`config.mk`:
```
export PLATFORM = sky130hd
export DESIGN_NAME = alu_sequencer
export DESIGN_NICKNAME = d
export VERILOG_FILES = /design/src/rtl/alu_sequencer.sv
export SDC_FILE = /design/constraint.sdc
export NUM_CORES = 1
export LEC_CHECK = 0
export ABC_AREA = 1
export CAP_MARGIN = 40
export CORE_MARGIN = 2
export CORE_UTILIZATION = 43
export DETAILED_ROUTE_END_ITERATION = 16
export PLACE_DENSITY_LB_ADDON = 0.15
export SYNTH_ARGS = -nofsm -noshare
export SYNTH_HDL_FRONTEND = slang
export SYNTH_SLANG_ARGS = --single-unit
```
`constraint.sdc`:
```
create_clock -name clk -period 2.6 [get_ports clk]
set_input_delay 0.78 -clock clk [delete_from_list [all_inputs] [get_ports clk]]
set_output_delay 0.78 -clock clk [all_outputs]
set_load 0.005 [all_outputs]
```
`src/rtl/alu_sequencer.sv`:
```
// Multi-cycle single-issue controller: fetches from imem, sequences the
// ALU, writes results back to the register file and tracks the PC.
module alu_sequencer #(
    parameter int WORD_W  = 32,
    parameter int OP_W    = 5,
    parameter int IMEM_AW = 10
) (
    input  logic               clk,
    input  logic               rst_n,
    input  logic               start,
    output logic               imem_req,
    output logic [IMEM_AW-1:0] imem_addr,
    input  logic               imem_valid,
    input  logic [31:0]        imem_rdata,
    output logic [4:0]         rf_ra_addr,
    output logic [4:0]         rf_rb_addr,
    input  logic [WORD_W-1:0]  rf_ra_data,
    input  logic [WORD_W-1:0]  rf_rb_data,
    output logic               rf_we,
    output logic [4:0]         rf_wa,
    output logic [WORD_W-1:0]  rf_wd,
    output logic [OP_W-1:0]    operator,
    output logic [WORD_W-1:0]  arg_a,
    output logic [WORD_W-1:0]  arg_b,
    output logic [WORD_W-1:0]  currpc,
    input  logic [WORD_W-1:0]  nxtpc,
    input  logic [WORD_W-1:0]  result,
    output logic               busy,
    output logic               halted,
    output logic [WORD_W-1:0]  retired
);

    localparam logic [31:0] HALT_WORD = 32'hFFFF_FFFF;

    typedef enum logic [2:0] {
        S_IDLE,
        S_FETCH,
        S_EXEC,
        S_WB,
        S_HALT
    } state_t;

    state_t             state_q, state_d;
    logic [WORD_W-1:0]  pc_q, pc_d;
    logic [31:0]        ir_q, ir_d;
    logic [WORD_W-1:0]  res_q, res_d;
    logic [WORD_W-1:0]  npc_q, npc_d;
    logic [WORD_W-1:0]  retired_q, retired_d;
    logic [WORD_W-1:0]  imm_sext;
    logic [4:0]         rd;

    assign rd         = ir_q[26:22];
    assign imm_sext   = {{(WORD_W-11){ir_q[10]}}, ir_q[10:0]};
    assign rf_ra_addr = ir_q[21:17];
    assign rf_rb_addr = ir_q[16:12];
    assign imem_addr  = pc_q[IMEM_AW-1:0];
    assign retired    = retired_q;

    always_ff @(posedge clk or negedge rst_n) begin
        if (!rst_n) begin
            state_q   <= S_IDLE;
            pc_q      <= '0;
            ir_q      <= '0;
            res_q     <= '0;
            npc_q     <= '0;
            retired_q <= '0;
        end else begin
            state_q   <= state_d;
            pc_q      <= pc_d;
            ir_q      <= ir_d;
            res_q     <= res_d;
            npc_q     <= npc_d;
            retired_q <= retired_d;
        end
    end

    always_comb begin
        state_d   = state_q;
        pc_d      = pc_q;
        ir_d      = ir_q;
        res_d     = res_q;
        npc_d     = npc_q;
        retired_d = retired_q;
        imem_req  = 1'b0;
        rf_we     = 1'b0;
        rf_wa     = '0;
        rf_wd     = '0;
        busy      = 1'b0;
        halted    = 1'b0;
        operator  = '0;
        arg_a     = '0;
        arg_b     = '0;
        currpc    = '0;

        unique case (state_q)
            S_IDLE: begin
                if (start) begin
                    pc_d    = '0;
                    state_d = S_FETCH;
                end
            end
            S_FETCH: begin
                busy     = 1'b1;
                imem_req = 1'b1;
                if (imem_valid) begin
                    ir_d    = imem_rdata;
                    state_d = (imem_rdata == HALT_WORD) ? S_HALT : S_EXEC;
                end
            end
            S_EXEC: begin
                busy    = 1'b1;
                res_d   = result;
                npc_d   = nxtpc;
                state_d = S_WB;
            end
            S_WB: begin
                busy      = 1'b1;
                rf_we     = (rd != 5'd0);
                rf_wa     = rd;
                rf_wd     = res_q;
                pc_d      = npc_q;
                retired_d = retired_q + 1'b1;
                state_d   = S_FETCH;
            end
            S_HALT: begin
                halted = 1'b1;
                if (start) begin
                    pc_d    = '0;
                    state_d = S_FETCH;
                end
            end
            default: state_d = S_IDLE;
        endcase

        // ALU inputs follow the latched instruction only while running
        if (busy) begin
            operator = OP_W'(ir_q[31:27]);
            arg_a    = rf_ra_data;
            arg_b    = ir_q[11] ? imm_sext : rf_rb_data;
            currpc   = pc_q;
        end
    end

endmodule

```
==> GITHUB_STEP_SUMMARY, run 1 <==
## Implementation flow summary

| Metric | Value |
|---|---|
| Worst path slowest cell | clkdlybuf4s50_1 |
| Max-area cell share | between 40% and 50% |
| Pwr Density | 994.3 mW/mm^2 |
| Final setup fails | 0 |
| Crit path time final | 2.572 ns |
| Fin. Hold Viols | 0 |
| Met3 wire length | approximately 1700 um |
| Worst EP arrival | 1.79 ns |
| Logic pwr share | 48.7% |
| Fillers | roughly 1,600 |
| Grt ovf | 0 |
| CTS clock-pin slew for the worst setup and hold paths | around 0.07 ns |
| Most Crowded Layer GR | met2 |
| GRT met2 Usage | 42.05% |
| Flops & latches, synth | 163 |
| Max VDD drop | 0.5975 mV |
| Crit end category | primary output |
| Die area | 0.02022 mm^2 |
| Clk sinks | 163 |
| Core ar. | 0.01871 mm^2 |
| Slowest stage delay, CP | 0.40 ns |
| I/O Pins | 358 |
| Top Layer Used | met4 |
| Die Y-Extent | approximately 140 um |
| Hold Path Class | input pin to asynchronous set/reset pin |
| GRT Util Overall | 23.91% |
| Synth warnings | 0 |
| Fraction of layout cells with a size suffix above 1 | 10.30% |
| Post-synthesis area per instance | between 7 and 8 um^2 |
| Clock Skew | 0.01395 ns |
| Net Sw Frac | ~37% |
| NumNets Final | 1,540 |
| Post-synth EDFFs | 0 |
| FP Rows | 50 |
| DP HPWL | 17,700 um |
| Critical Path Fanout Max | 1 |
| # DRC | 0 |
| Horiz. Die Dim | 142.2 um |
| Unrepaired setup endpoints after global routing | true |
| Least-Margin Pin Slew | 0.5231 ns |
| Worst slew margin | approximately 65% |
| Placer Congestion | 0.8274 |
| Area delta synth->final | 54.21% |
| Inst Count DP | 1,576 |
| H-tree levels | 4 |
| Max Root-Sink Buffers | 2 |
| FMAX | 388.8 MHz |
| Top cells by count, synth | inv_1 (218), nor2_1 (213), dfrtp_1 (163) |
| Clock power share | 20.3% |
| FFs w/ async S/R, synth | 100.0% |
| Mapped Cells | 1,028 |
| Clk latency late pin | 0.43 ns |
| Number of global-route vias before repair | around 7,900 |
| Metal2 WL | 12,440 um |
| Reg power frac | 31.0% |
| Seq/Total Area, Yosys | 49.66% |
| Switching Power | between 4 and 5 mW |
| CP Cell Sequence | clkdlybuf4s50_1 -> mux2_2 -> nand2_2 -> inv_1 -> dlygate4sd2_1 |
| Yosys Instances | around 1,000 |
| CTS tree | yes |
| DRT iter0 DRCs | between 300 and 400 |
| R2R Setup Slk | about 0.62 ns |
| Vias per Instance | 4.710 |
| Critical path class | input pin to primary output |
| Total number of vias | 7,658 |
| Power Internal | 7.954 mW |
| Top-count cell post-synth | inv_1 |
| First-pass GRT wire length | 38,120 um |
| Status | finished, final reports clean |
| Synth Flop Type | dfrtp_1 |
| Power Total | between 10 and 15 mW |
| TritonCTS Buffers | 17 |
| Maxcap violations | 0 |
| Final Max Slew Viols | 0 |
| Final WL | 24,170 um |
| Antenna violations before repair | 2 |
| Post-Synthesis Net Count | 1,193 |
| Tool warnings | 28 |
| Fp util | 43.91% |
| Yosys chip area | roughly 0.0082 mm^2 |
| Met1 Track Usage GR | 26.45% |
| WL per Instance | 14.86 um |
| Final period util | 98.93% |
| Pin count of the biggest net entering global routing | 59 |
| Req. time, crit path | 1.82 ns |
| M1 WL | 9214 um |
| Port Buf Inserts | 357 |
| Cell taking the most area after synthesis | dfrtp_1 |
| Crit path launch type | input pin |
| Leakage | ~6.7 nW |
| Post-Syn Area | ~0.0082 mm^2 |
| Antenna Violating Nets Remaining | 0 |
| Setup TNS | 0 ns |
| Distinct lib cells | 28 |
| CTS root buf | clkbuf_16 |
| Pre-Repair DR Iteration Count | 4 |
| Layout Cells excl Fill | 1,626 |
| Synth area leaders | dfrtp_1 (50%), inv_1 (10%), nor2_1 (9.7%), nand2_1 (5.7%), a21oi_1 (4.6%) |
| Grt met3 use | under 10% |
==> run 1: path summary, 6_finish.rpt <==
kind / start / to / cells after the start
min: rst_n / ir_q[16] / 1
min reg2reg: npc_q[31] / pc_q[31] / 2
max: rf_rb_data[7] / arg_b[7] / 5
min in group clk: npc_q[31] / pc_q[31] / 2
max in group asynchronous: rst_n / pc_q[24] / 2
max reg2reg: state_q[1] / retired[22] / 10
==> run 1: worst max-delay path, delay by kind of cell <==
family,cells,cell delay (ns)
muxes,1,0.27
buffers and inverters,3,0.69
and+or+nand+nor,1,0.05
==> run 1: sequential cells by signal (all words and copies together), names as in the netlist <==
| name | flops |
|---|---|
| res_q | 32 |
| npc_q | 32 |
| ir_q | 32 |
| state_q | 3 |
| pc_q | 32 |
| retired | 32 |
==> run 1: power groups by stage <==
stage | logic, mW | registers, mW | clock network [mW]
after floorplan | 3.26 | 3.84 | 0
after global placement | 6.22 | 3.91 | 0
after detailed placement | 6.30 | 3.95 | 0
after CTS | 5.90 | 3.91 | 2.62
after global routing | 6.82 | 4.01 | 2.72
final | 6.13 | 3.91 | 2.56
==> run 1: cell families (layout without fill, tap and decap cells) <==
group	count (synthesis)	count (layout)	share of synthesized area, %
buffers and inverters	285	645	14.78
AND-OR/OR-AND	133	133	8.576
flip-flops	163	163	49.66
adder cells (fa/ha/maj)	1	1	0.1523
multiplexers	33	33	4.661
XOR/XNOR	22	22	2.346
AND/OR/NAND/NOR	391	391	19.83
other	0	4	0
==> run 1: metrics by stage <==
step,worst slack (ns),hold slack [ns],util (%),area (um^2)
floorplan,0.5068,0.4476,-,8214
finish,0.02783,0.2676,67.72,12670
global route,-0.02506,0.2855,67.69,12660
global placement,-0.2444,0.4574,63.80,11930
CTS,-0.1899,0.2677,66.91,12520
detailed placement,-0.2647,0.4753,63.80,11930
==> run 1: cell usage in the layout, fill, tap and decap left out, types with 4 or more instances in the layout <==
cell type / n
inv_1: 218
clkdlybuf4s50_1: 214
nor2_1: 206
dfrtp_1: 160
nand2_1: 123
dlygate4sd2_1: 95
a21oi_1: 75
clkdlybuf4s15_1: 33
o22ai_1: 31
mux2_2: 28
buf_4: 23
clkbuf_16: 20
nand3_1: 19
o21ai_0: 13
o21ai_1: 13
xnor2_1: 12
nor2_2: 10
xor2_1: 10
clkbuf_2: 8
buf_12: 8
nand4_1: 7
nand2_2: 6
nor3_1: 6
dlymetal6s2s_1: 6
nor2_4: 5
mux2_4: 5
inv_8: 5
diode_2: 4
==> run 1: repair_timing <==
action | in CTS | in global routing
hold endpoints to repair | 0 | 0
hold buffers | 0 | 0
endpoints found under the setup margin | 142 | 70
resized | 160 | 71
cloned | 0 | 3
pin swaps | 0 | 2
setup buffers | 9 | 2
==> run 1: layout make-up <==
type | count | area, um^2 | area share (%)
Antenna cell | 4 | 10.01 | 0.07902
Clock buffer | 17 | 425.4 | 3.358
Clock inverter | 15 | 186.4 | 1.472
Inverter | 220 | 828.3 | 6.539
Multi-Input combinational cell | 580 | 2980 | 23.53
Sequential cell | 163 | 4083 | 32.23
Tap cell | 234 | 292.8 | 2.311
Timing Repair Buffer | 393 | 3861 | 30.48
Figure 1. Cell sizes after repair (run 1).
Drawn at 2 px/um.
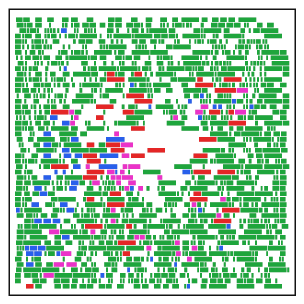
legend:
  green:
    size: drive 1 or less
    cells: 1,245
    share: 90%
  blue:
    size: drive 2
    cells: 57
    share: 4.1%
  magenta:
    size: drive 3 to 4
    cells: 43
    share: 3.1%
  red:
    size: drive 6 and up
    cells: 43
    share: 3.1%

Figure 2. Cell placement (run 1).
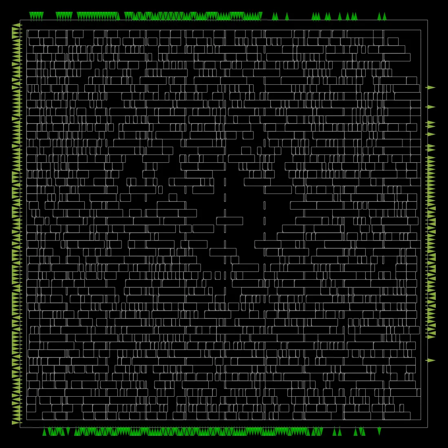
Seq cells: 163
# Taps: 234

Figure 3. Zoomed window (run 1).
Window x 46 to 96, y 75 to 125 um. Cells in gray, sequential cells in the stronger gray; small squares are vias.
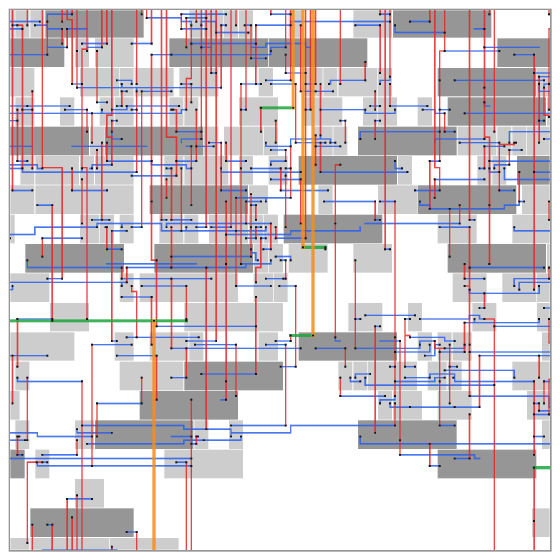
legend:
  blue:
    layer: met1
  green:
    layer: met3
  red:
    layer: met2
  orange:
    layer: met4
sequential cells in the window: 25
most frequent: nor2_1 (27), dfrtp_1 (24), inv_1 (17)
netlist names of flops here include: res_q (16), retired (8)
cells with their middle in the window: 138

Figure 4. Wire density map (run 1).
Drawn at 3 px/um. 28 x 28 tiles, from dark purple (low) to yellow (high), scaled to the fullest tile. Values are wire area over tile area, all layers added.
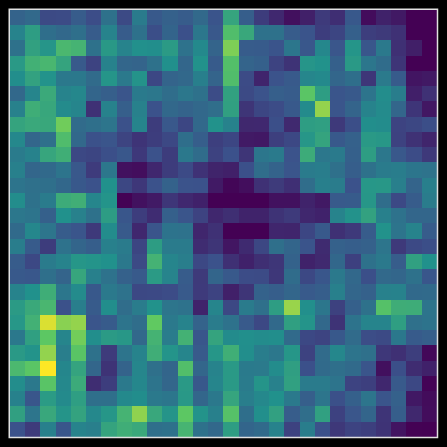
tiles over half the peak: 18%
densest ninth of the die: south-west
mean over tiles: 0.20
fullest tile: 0.56
nearly empty tiles: 2.4%

--- run 2 (diff from run 1) ---
- CORE_MARGIN: 2 -> 3
- PLACE_DENSITY: not set -> 0.82
- PLACE_DENSITY_LB_ADDON: 0.15 -> not set
Figure 5. Zoomed window (run 2).
Window x 47 to 97, y 76 to 126 um. Cells in gray, sequential cells in the stronger gray; small squares are vias.
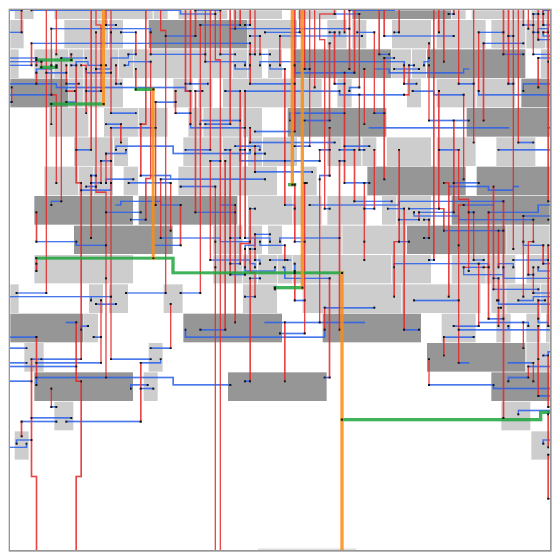
legend:
  orange:
    layer: met4
  green:
    layer: met3
  blue:
    layer: met1
  red:
    layer: met2
cells with their middle in the window: 117
netlist names of flops here include: res_q (14), retired (6)
sequential cells in the window: 20
most frequent: nor2_1 (21), dfrtp_1 (20)

==> run 2 against run 1 <==
Compared with the run above: sequential share of layout area down 0.43 points; the run now ends with negative setup slack left; clock skew down 0.0041 ns; largest power group unchanged; worst hold slack better by 0.029 ns; sequential power about the same; synthesized cell count unchanged; critical path type is now flop to primary output; critical endpoint is now rf_wd[29]; utilization up 2.2 points; sequential cell count unchanged.
==> GITHUB_STEP_SUMMARY, run 2 <==
## Implementation flow summary

| Metric | Value |
|---|---|
| Status | complete, but fails checks |
| Failing checks | negative setup slack |
| Top cells by count, synth | inv_1 (218), nor2_1 (213), dfrtp_1 (163) |
| RR Endpoint | retired[22] |
| Vias per Instance | 4.833 (+2.6%) |
| NumNets Final | 1,557 (+1.1%) |
| Core ar. | 0.01833 mm^2 (-2.0%) |
| Cell taking the most area after synthesis | dfrtp_1 |
| Grt ovf | 0 (unchanged) |
| Pre-Repair DR Iteration Count | 5 (+1) |
| Max VDD drop | 0.6272 mV (+5.0%) |
| Hold Path Class | input pin to asynchronous set/reset pin |
| I/O Pins | 358 (unchanged) |
| Synth Flop Type | dfrtp_1 |
| WL per Instance | 16.73 um (+13%) |
| Req. time, crit path | 1.82 ns (about the same) |
| Crit path time final | 2.611 ns (+0.03892 ns) |
| Total number of vias | 7,917 (+3.4%) |
| Post-Synthesis Net Count | 1,193 (unchanged) |
| DRT iter0 DRCs | 368 (+4.8%) |
| Maxcap violations | 0 (unchanged) |
| Yosys chip area | 0.008214 mm^2 (unchanged) |
| Synth area leaders | dfrtp_1 (50%), inv_1 (10%), nor2_1 (9.7%), nand2_1 (5.7%), a21oi_1 (4.6%) |
| Register area | 0.004079 mm^2 (about the same) |
| Clk sinks | 163 (unchanged) |
| Antenna violations before repair | 3 (+1) |
| Final setup fails | 2 (+2) |
| Top-count cell post-synth | inv_1 |
| Max Root-Sink Buffers | 2 (unchanged) |
| Crit path launch type | flop |
| Critical path class | flop to primary output |
| H-tree levels | 4 (unchanged) |
| GRT Util Overall | 24.90% (+0.99 points) |
| CTS clock-pin slew for the worst setup and hold paths | 0.08 ns (about the same) |
| Final WL | 27,410 um (+13%) |
| Final Max Slew Viols | 0 (unchanged) |
| Worst hold margin | 0.2969 ns (+0.02931 ns) |
| CTS root buf | clkbuf_16 |
| Number of global-route vias before repair | 7,944 (+0.86%) |
| Post-synthesis area per instance | 7.990 um^2 (unchanged) |
| Clock Skew | 0.009892 ns (-0.004055 ns) |
| Worst slew margin | 64.35% (-0.78 points) |
| Critical Path Fanout Max | 6 (+5) |
| Pwr Density | 1036 mW/mm^2 (+4.2%) |
| Placer Congestion | 0.8482 (+2.5%) |
| Antenna Violating Nets Remaining | 0 (unchanged) |
| CTS tree | yes |
| Final period util | 100.4% (+1.5 points) |
| Flops & latches, synth | 163 (unchanged) |
| R2R Path Start | state_q[1] |
| Mapped Cells | 1,028 (unchanged) |
| Post-synth EDFFs | 0 (unchanged) |
| Unrepaired setup endpoints after global routing | true |
| Horiz. Die Dim | 144.2 um (+1.4%) |
| CTS Hold Bufs | 0 (unchanged) |
| Comb gate area | 0.002983 mm^2 (about the same) |
| First-pass GRT wire length | 40,530 um (+6.3%) |
| Clk latency late pin | 0.43 ns (about the same) |
| Pin count of the biggest net entering global routing | 56 (-5.1%) |
| Area delta synth->final | 56.15% |
| FFs w/ async S/R, synth | 100.0% (unchanged) |
| Power Total | 13.29 mW (+5.5%) |
| Most frequent cells in the layout | inv_1 (218), clkdlybuf4s50_1 (211), nor2_1 (206) |
| Synth warnings | 0 (unchanged) |
| FMAX | 383.0 MHz (-1.5%) |
| CP endpoint | rf_wd[29] |
| Reg2Reg Depth | 11 (+1) |
| Worst EP arrival | 1.83 ns (+0.04 ns) |
| Fin util | 69.97% (+2.2 points) |
| Post-Syn Area | 0.008214 mm^2 (unchanged) |
| Crit end category | primary output |
| Fin. Hold Viols | 0 (unchanged) |
| Fp util | 44.81% (+0.90 points) |
| Die Y-Extent | 144.2 um (+1.4%) |
| R2R Setup Slk | 0.51 ns (-0.11 ns) |
| FP Rows | 49 (-2.0%) |
| Seq/Total Area, Yosys | 49.66% (unchanged) |
| Distinct lib cells | 28 (unchanged) |
| Critical path origin | state_q[1] |
| Dominant logic cell type in the layout | inv_1 |
| Leakage | 6.993 nW (+4.8%) |
| Port Buf Inserts | 357 (unchanged) |
| TritonCTS Buffers | 17 (unchanged) |
| Max-area cell share | 49.66% (unchanged) |
| Fraction of layout cells with a size suffix above 1 | 14.88% (+4.6 points) |
| DP HPWL | 19,070 um (+7.7%) |
| Fillers | 1,424 (-10%) |
| Tool warnings | 28 (unchanged) |
| Slack of the critical path | -0.01109 ns (-0.03892 ns) |
| Least-Margin Pin Slew | 0.5347 ns (+0.01166 ns) |
| # DRC | 0 (unchanged) |
| Die area | 0.02080 mm^2 (+2.8%) |
| Yosys Instances | 1,028 (unchanged) |
Figure 6. Cell sizes after repair (run 2).
Drawn at 2 px/um.
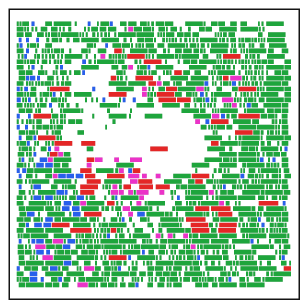
legend:
  green:
    size: drive 1 or less
    cells: 1,196
    share: 85%
  magenta:
    size: drive 3 to 4
    cells: 47
    share: 3.3%
  blue:
    size: drive 2
    cells: 106
    share: 7.5%
  red:
    size: drive 6 and up
    cells: 56
    share: 4.0%

[run 2: repair_timing]
action	CTS	global route
resized	148	176
gates cloned	4	8
buffers inserted	6	15
pin swaps	2	3
endpoints found under the setup margin	142	98
[run 2: cell families after synthesis]
group                    synth area share [%]
AND-OR/OR-AND                           8.576
AND/OR/NAND/NOR                         19.83
adder cells (fa/ha/maj)                0.1523
buffers and inverters                   14.78
multiplexers                            4.661
flip-flops                              49.66
XOR/XNOR                                2.346
[run 2: worst min path at each step]
| stage | from | endpoint | cells past startpoint |
|---|---|---|---|
| final | rst_n | npc_q[17] | 1 |
| after global placement | npc_q[31] | pc_q[31] | 2 |
| after CTS | rst_n | pc_q[17] | 1 |
| after floorplan | npc_q[31] | pc_q[31] | 2 |
| after global routing | rst_n | pc_q[18] | 1 |
| after detailed placement | npc_q[31] | pc_q[31] | 2 |
[run 2: cell type report]
class                           instances  share of cell area [%]
Clock inverter                         15                   1.483
Multi-Input combinational cell        580                   23.26
Sequential cell                       163                   31.80
Inverter                              220                   6.536
Clock buffer                           17                   3.317
Timing Repair Buffer                  410                   31.29
Antenna cell                            4                 0.07804
Tap cell                              229                   2.234
[run 2: per-stage QoR]
step                instance area (um^2)  std cells  worst slack (ns)  setup TNS [ns]
finish                             12830       1638          -0.01109        -0.01187
global route                       12820       1637          -0.07503         -0.4252
CTS                                12630       1612           -0.1618          -2.489
detailed placement                 11930       1570           -0.2832          -8.456
global placement                   11930       1570           -0.3038          -8.021
floorplan                           8214       1028            0.5068               0
[run 2: per-layer routing]
metal / vias up / wire length (um) / share of wire [%] / GRT usage [%]
met4: 0 / 527 / 1.9 / 9.180
met3: 36 / 2075 / 7.6 / 7.308
li1: 3820 / - / - / -
met5: - / 0 / 0 / 0
met2: 299 / 14760 / 54 / 43.92
met1: 3762 / 10050 / 37 / 28.74
[run 2: critical path, stage by stage (launching register included)]
cell       delay, ns
dfrtp_1         0.42
buf_6           0.16
nand3_4         0.14
buf_4           0.18
clkbuf_16       0.14
buf_4           0.13
nor2_1          0.10
clkbuf_2        0.13
[run 2: where the power goes]
group          internal, mW  switching [mW]  total, mW
logic                  3.34            3.39       6.73
registers              3.53           0.396       3.92
clock network          1.47            1.16       2.63
--- run 3 (diff from run 2) ---
- CORE_UTILIZATION: 43 -> 44
- CTS_BUF_LIST: not set -> sky130_fd_sc_hd__clkbuf_4
- PLACE_DENSITY: 0.82 -> 0.83
Figure 7. Wire density map (run 3).
Drawn at 3 px/um. 29 x 29 tiles, from dark purple (low) to yellow (high), scaled to the fullest tile. Values are wire area over tile area, all layers added.
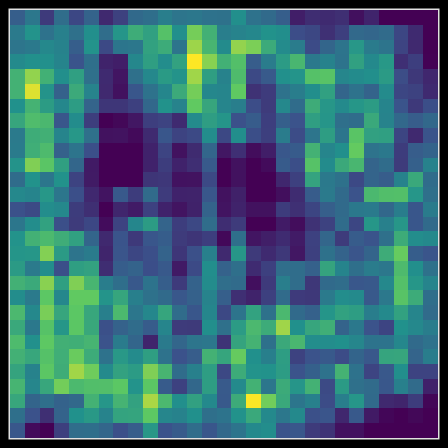
emptiest ninth of the die: center
fullest tile: 0.55
densest ninth of the die: south-west

==> run 3 against run 2 <==
Compared with the run above: the flow still finishes with violations (negative setup slack); power fell by 9.1%; final cell count is 0.18% lower; synthesized cell count unchanged; worst hold slack improved by 0.20 ns; critical path type unchanged; critical endpoint is now arg_a[31]; largest cell class unchanged.
==> GITHUB_STEP_SUMMARY, run 3 <==
## Implementation flow summary

| Metric | Value |
|---|---|
| Post-synthesis area per instance | 7.990 um^2 (unchanged) |
| Req. time, crit path | 1.82 ns (about the same) |
| FFs w/ async S/R, synth | 100.0% (unchanged) |
| DRT iter0 DRCs | 434 (+18%) |
| Leakage | 6.714 nW (-4.0%) |
| TritonCTS Buffers | 17 (unchanged) |
| Fin util | 68.90% (-1.1 points) |
| Crit path launch type | flop |
| CTS clock-pin slew for the worst setup and hold paths | 0.14 ns (+0.06 ns) |
| First-pass GRT wire length | 38,350 um (-5.4%) |
| NumNets Final | 1,557 (unchanged) |
| Power Total | 12.07 mW (-9.1%) |
| Inst Count DP | 1,571 (+0.064%) |
| Final setup fails | 56 (+54) |
| FMAX | 347.2 MHz (-9.4%) |
| Final instance area | 0.01250 mm^2 (-2.5%) |
| Reg2Reg Depth | 8 (-3) |
| Status | complete, but fails checks |
| Hold Path Class | flop to flop |
| Critical path origin | state_q[2] |
| WL per Instance | 15.93 um (-4.8%) |
| Grt ovf | 0 (unchanged) |
| Yosys Instances | 1,028 (unchanged) |
| Area delta synth->final | 52.22% |
| Top-count cell post-synth | inv_1 |
| Most frequent cells in the layout | clkdlybuf4s50_1 (232), inv_1 (216), nor2_1 (199) |
| Cell taking the most area after synthesis | dfrtp_1 |
| Critical path class | flop to primary output |
| Max Root-Sink Buffers | 2 (unchanged) |
| DP HPWL | 18,790 um (-1.4%) |
| Slack of the critical path | -0.2806 ns (-0.2695 ns) |
| GRT Util Overall | 23.82% (-1.1 points) |
| Failing checks | negative setup slack |
| Number of global-route vias before repair | 7,608 (-4.2%) |
| Fp util | 45.26% (+0.45 points) |
| Least-Margin Pin Slew | 0.5270 ns (-0.007763 ns) |
| Maxcap violations | 0 (unchanged) |
| Placer Congestion | 0.8355 (-1.5%) |
| Post-Syn Area | 0.008214 mm^2 (unchanged) |
| Horiz. Die Dim | 142.6 um (-1.1%) |
| Die area | 0.02034 mm^2 (-2.2%) |
| Hold Crit Depth | 2 |
| Die Y-Extent | 142.6 um (-1.1%) |
| Synth Flop Type | dfrtp_1 |
| Post-synth EDFFs | 0 (unchanged) |
| Post-Synthesis Net Count | 1,193 (unchanged) |
| Max VDD drop | 0.7001 mV (+12%) |
| Register area | 0.004081 mm^2 (about the same) |
| Fraction of layout cells with a size suffix above 1 | 16.80% (+1.9 points) |
| Max-area cell share | 49.66% (unchanged) |
| # DRC | 0 (unchanged) |
| Antenna violations before repair | 1 (-2) |
| Fin. Hold Viols | 0 (unchanged) |
| Final period util | 110.8% (+10 points) |
| Worst hold margin | 0.4943 ns (+0.1974 ns) |
| Yosys chip area | 0.008214 mm^2 (unchanged) |
| Crit end category | primary output |
| Vias per Instance | 4.843 (+0.21%) |
| Worst EP arrival | 2.10 ns (+0.27 ns) |
| Critical Path Fanout Max | 12 (+6) |
| Crit path time final | 2.881 ns (+0.2695 ns) |
| Flops & latches, synth | 163 (unchanged) |
| Top cells by count, synth | inv_1 (218), nor2_1 (213), dfrtp_1 (163) |
| H-tree levels | 4 (unchanged) |
| Pre-Repair DR Iteration Count | 5 (unchanged) |
| Tool warnings | 28 (unchanged) |
| Synth area leaders | dfrtp_1 (50%), inv_1 (10%), nor2_1 (9.7%), nand2_1 (5.7%), a21oi_1 (4.6%) |
| R2R Path Start | state_q[2] |
| Worst slew margin | 64.87% (+0.52 points) |
| Unrepaired setup endpoints after global routing | true |
| Core ar. | 0.01815 mm^2 (-1.0%) |
| Mapped Cells | 1,028 (unchanged) |
| Post-DP Area | 0.01193 mm^2 (about the same) |
| Final WL | 26,050 um (-5.0%) |
| Synth warnings | 0 (unchanged) |
| Hold Path Origin | npc_q[31] |
| CTS root buf | clkbuf_4 |
| Dominant logic cell type in the layout | clkdlybuf4s50_1 |
| FP Rows | 49 (unchanged) |
| Final Max Slew Viols | 0 (unchanged) |
| Antenna Violating Nets Remaining | 0 (unchanged) |
| Distinct lib cells | 28 (unchanged) |
| Total number of vias | 7,919 (+0.025%) |
| Seq/Total Area, Yosys | 49.66% (unchanged) |
| Clk sinks | 163 (unchanged) |
| Clk latency late pin | 0.58 ns (+0.15 ns) |
| Port Buf Inserts | 357 (unchanged) |
| CTS tree | yes |
| Pwr Density | 965.7 mW/mm^2 (-6.8%) |
| Comb gate area | 0.003057 mm^2 (+2.5%) |
| Pin count of the biggest net entering global routing | 70 (+25%) |
| I/O Pins | 358 (unchanged) |
| Clock Skew | 0.02595 ns (+0.01606 ns) |
Figure 8. Cell placement (run 3).
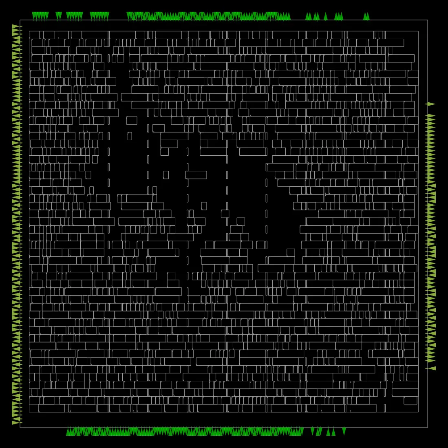
Fillers: 1,453
flop share of the area: 32.64%
Layout Cells excl Fill: 1,635

run 3: path summary, 6_finish.rpt:
kind                                    to  slack, ns
worst max-delay path             arg_a[31]      -0.28
worst min-delay path              pc_q[31]       0.49
worst max register to register    pc_q[31]       0.63
worst min register to register    pc_q[31]       0.49
max in group asynchronous       state_q[2]       1.32
min in group asynchronous         pc_q[15]       0.58
run 3: cells by family (layout without fill, tap and decap cells):
family	after synthesis	after routing	share of synthesized area [%]
flops	163	163	49.66
mux	33	33	4.661
other cells	0	1	0
fa+ha+maj	1	1	0.1523
compound gates	133	133	8.576
xor+xnor	22	22	2.346
simple gates	391	391	19.83
buf+inv	285	662	14.78
run 3: critical path: stages, from the launching register on:
cell and delay, ns:
dfrtp_2 0.47, nor2_4 0.18, inv_4 0.10, clkbuf_16 0.19
nor2_1 0.09, clkdlybuf4s50_1 0.51
run 3: what timing repair did:
item / in CTS / in global routing
hold buffers: 1 / 0
gates resized: 178 / 165
hold endpoints to repair: 15 / 0
gates cloned: 0 / 6
pin swaps: 2 / 5
endpoints found under the setup margin: 142 / 137
buffers inserted: 9 / 15
run 3: metrics by stage:
step,setup TNS [ns],setup WS [ns]
floorplan,0,0.5068
global placement,-8.217,-0.3636
detailed placement,-8.434,-0.3523
CTS,-20.12,-0.3595
global route,-20.51,-0.4203
finish,-7.704,-0.2806
run 3: area by class of cell:
type	instances	share of cell area [%]
flip-flops and latches	163	32.64
repair buffers	410	31.67
multi-input cells	580	24.45
inverters	220	6.625
well taps	229	2.292
clock inverters	15	1.281
clock buffers	17	1.021
diodes	1	0.02001
run 3: report_power, final:
group / internal, mW / switching, mW
Clock: 0.439 / 1.05
Combinational: 3.34 / 3.34
Sequential: 3.51 / 0.380
run 3: layer usage:
metal	track usage [%]	part of all wire [%]	wire (um)
met5	0	0	0
met3	7.200	7.0	1819
met2	42.58	53	13790
met4	7.904	2.5	645
met1	27.18	38	9800
Power is estimated from default activity; no workload was simulated.
